==> config.mk <==
export PLATFORM = sky130hd
export DESIGN_NAME = ping_array
export DESIGN_NICKNAME = d
export VERILOG_FILES = /design/src/rtl/ping_pkg.sv /design/src/rtl/bcd_counter3.sv /design/src/rtl/ping_array.sv
export SDC_FILE = /design/constraint.sdc
export NUM_CORES = 1
export LEC_CHECK = 0
export ABC_CLOCK_PERIOD_IN_PS = 2900
export CAP_MARGIN = 20
export CORE_MARGIN = 2
export CORE_UTILIZATION = 50
export DETAILED_ROUTE_END_ITERATION = 8
export PLACE_DENSITY_LB_ADDON = 0.05
export SYNTH_ARGS = -nofsm -noshare
export SYNTH_HDL_FRONTEND = slang
export SYNTH_SLANG_ARGS = --single-unit
==> constraint.sdc <==
create_clock -name clk -period 2.9 [get_ports clk]
set_clock_uncertainty 0.05 [all_clocks]
set_input_delay 0.435 -clock clk [delete_from_list [all_inputs] [get_ports clk]]
set_output_delay 0.435 -clock clk [all_outputs]
set_load 0.01 [all_outputs]
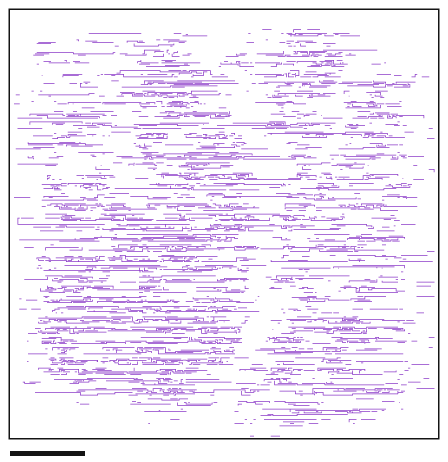
*M1 wires*
Scale bar: 20 um.
The layer carries 6,960 um of wire. The layer holds 46% of the routed length. 767 nets have wire on it.
vias post-DR: 5,620
global-route met1 utilization: 0.315
routed wire length: 15,100 um

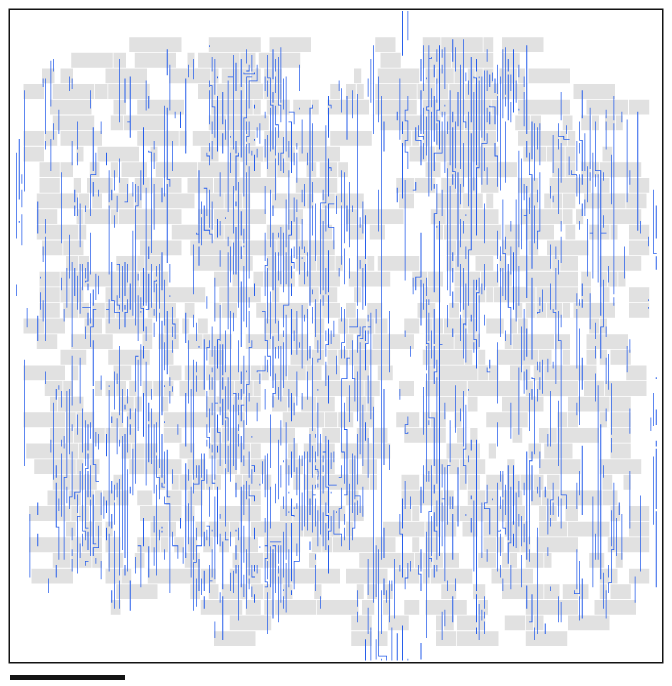
*The metal 2 layer*
Scale bar: 20 um. Cells faint in the background.
672 nets have wire on it. The layer holds 47% of the routed length. The wires run mostly vertical. The longest straight run is 80.6 um. The layer carries 7,090 um of wire.
met2 usage: 0.400

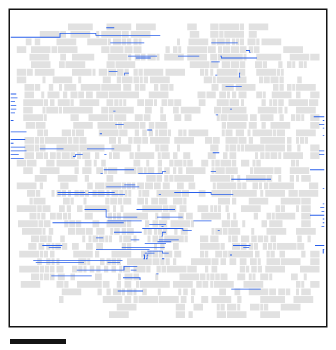
*M3 wires*
Scale bar: 20 um. Cells faint in the background.
The wires run mostly horizontal. The layer carries 676 um of wire.
met3 routing resource usage after global routing: 0.0531

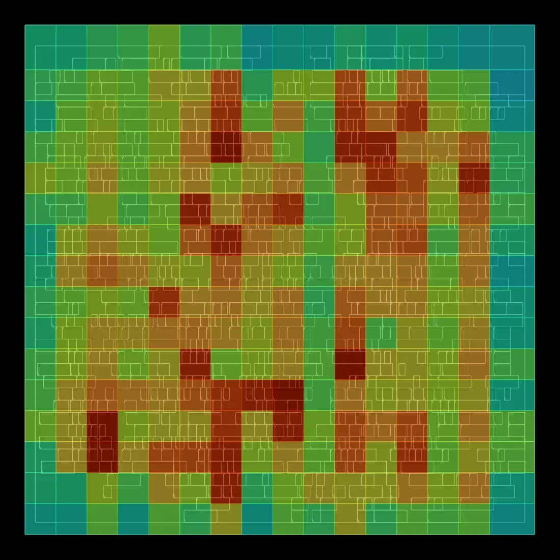
*Track usage over the die*
aggregate global-route resource usage: 0.247
busiest layer in global routing: met2
wire length per cell: 15.9 um
final design utilization: 0.634

==> impl_metrics.tcl <==
# yosys + openroad results
set metrics [dict create \
    seq_cell_count 117 \
    met1_wire_length_um 6960 \
    most-common-layout-cells "117 x dfxtp_1, 92 x a21oi_1, 75 x nor2_1, 51 x nand2_1, 47 x nor3_1" \
    dpl-instance-area_mm2 0.00668 \
    n_tap_cell 143 \
    remaining_drc_errors 0 \
    cts.root.buffer_cell "clkbuf_16" \
    clk_lat_worst_skew_ns 0.42 \
    ys_ff 117 \
    route.detailed.vias_per_inst 5.94 \
    maxSlewHeadroom 0.388 \
    openroad.warnings 34 \
    layout.cell_area.non_filler_mm2 0.00733 \
    swShare 0.405 \
    grt_antenna_before_repair 0 \
    vias_in_the_first_global_route 5421 \
    largest_register_ffs 21 \
    grt_max_degree 39 \
    antenna_cells_inserted 0 \
    critical_path_arrival_ns 2.97 \
    cts.sink_count 117 \
    post-layout-total-power_mw 8.15 \
    period_minus_slack_ns 2.70 \
    syn-cell-area_mm2 0.00599 \
    detailedPlace.worstSlack_ns 0.222 \
    register_area_mm2 0.00234 \
    crit_cells 6 \
    unique_masters_post_synth 69 \
    status "finished, final reports clean" \
    static-leakage-power_nw 2.63 \
    io_pins 43 \
    fin_tns_setup_ns 0 \
    clockBufferDepth 2 \
    setup_violations 0 \
    grt_setup_unrepaired "false" \
    ys_seq_frac 0.391 \
    layout.cells.most_common "dfxtp_1" \
    postSynth.topFlopCell "dfxtp_1" \
]
Power figures rest on the tool's default switching activity, not on a simulated workload.
